==> config.mk <==
export PLATFORM = sky130hd
export DESIGN_NAME = fft_peak_detect
export DESIGN_NICKNAME = d
export VERILOG_FILES = /design/src/rtl/fft_pkg.sv /design/src/rtl/cplx_pwr.sv /design/src/rtl/fft_peak_detect.sv
export SDC_FILE = /design/constraint.sdc
export NUM_CORES = 2
export LEC_CHECK = 0
export CORE_ASPECT_RATIO = 1.2
export CORE_UTILIZATION = 52
export CTS_CLUSTER_DIAMETER = 30
export DETAILED_ROUTE_END_ITERATION = 12
export DONT_BUFFER_PORTS = 1
export PLACE_DENSITY_LB_ADDON = 0.05
export SLEW_MARGIN = 20
export SYNTH_ARGS = -nofsm -noshare
export SYNTH_HDL_FRONTEND = slang
export SYNTH_SLANG_ARGS = --single-unit
==> constraint.sdc <==
create_clock -name clk -period 9.83 [get_ports clk]
set_input_delay 1.966 -clock clk [delete_from_list [all_inputs] [get_ports clk]]
set_output_delay 1.966 -clock clk [all_outputs]
set_load 0.03 [all_outputs]
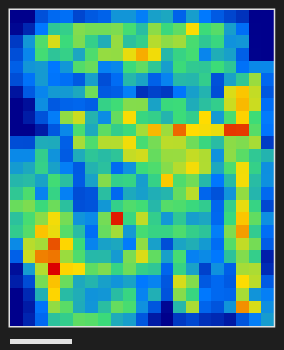
*Wiring heat map*
The bar under the picture is 50 um long. 21 x 25 tiles, from dark blue (low) to red (high), scaled to the fullest tile. Values are wire area over tile area, all layers added.
mean over tiles: 0.19
emptiest ninth of the die: north-west
fullest tile: 0.45
mean routed wirelength per cell: 16.9 um
GRT Util Overall: 24.7%
via count: 20295
final wirelength: 63300 um

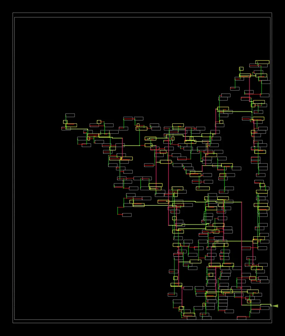
*Clock routing*
Clock Sink Count: 216
layout clock buffer count: 49

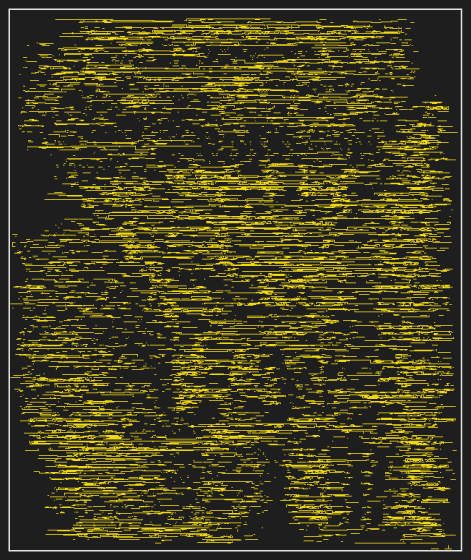
*Signal wires on met1*
wire length on this layer: 27.2 mm
nets with wire on the layer: 3589
share of all routed wire: 43%
main direction: horizontal
longest straight run: 55.9 um
met1 routing resource usage after global routing: 31.5%

==> summary.txt <==
Implementation numbers.

- The run finished with clean final reports.
- In this run the maximum-capacitance check reported violations numbering 0.
- Registers represent a cell area share of 14.7%.
- Ranking logic cells in the layout by count gives the top entries sky130_fd_sc_hd__inv_1 (661), sky130_fd_sc_hd__fa_1 (457), sky130_fd_sc_hd__nand2_1 (293).
- The initial antenna violation count was 0.
- The number of hold buffers added after CTS is 0.
- The uppermost signal routing layer after detailed routing is met4.
- The via count of the first global-routing pass came to 21464.
- The wire length of the first global-routing pass reads 107000 um.
- The routed wire length on met3 reads 2750 um.
- TritonRoute reported its final design rule violation total as 0.
- The stage-log warning count is 36.
- In this run, the synthesized area fraction spent on and/or/nand/nor cells is recorded as 13.9%.
- The final-layout setup total negative slack is 0 ns.
- The count of nets left with antenna violations once routing finished came out at 0.
- The clock-pin slew on the worst setup and hold paths is 0.05 ns.
- The sequential cell count reads 216.
- The number of well taps reads 697.
[through the flow]
stage | setup slack (ns) | hold WS (ns) | utilization (%) | cell area [um2]
global route | 1.57 | 0.444 | 56.9 | 29500
global placement | 1.62 | 0.418 | 54.0 | 28000
detailed placement | 1.54 | 0.417 | 54.0 | 28000
finish | 2.02 | 0.423 | 56.9 | 29500
floorplan | 1.93 | 0.412 | - | 27500
CTS | 2.04 | 0.422 | 56.9 | 29500
[critical path, stage by stage]
cell and delay (ns):
sky130_fd_sc_hd__inv_1 0.36, sky130_fd_sc_hd__nor2_1 0.18, sky130_fd_sc_hd__fa_1 0.76, sky130_fd_sc_hd__fa_1 0.51, sky130_fd_sc_hd__fa_1 0.50, sky130_fd_sc_hd__fa_1 0.50
sky130_fd_sc_hd__fa_1 0.49, sky130_fd_sc_hd__inv_1 0.05, sky130_fd_sc_hd__fa_1 0.47, sky130_fd_sc_hd__inv_1 0.04, sky130_fd_sc_hd__ha_1 0.36, sky130_fd_sc_hd__a21oi_1 0.27
sky130_fd_sc_hd__nand2_1 0.10, sky130_fd_sc_hd__a221oi_1 0.42, sky130_fd_sc_hd__o31ai_4 0.20, sky130_fd_sc_hd__a31oi_2 0.27, sky130_fd_sc_hd__a2111oi_0 0.16, sky130_fd_sc_hd__or3_1 0.36
sky130_fd_sc_hd__a31o_1 0.22
[layer usage]
layer / up-vias / track usage [%]
met5: - / 0
met4: 0 / 6.48
li1: 9658 / -
met1: 10090 / 31.5
met2: 445 / 43.6
met3: 102 / 3.29
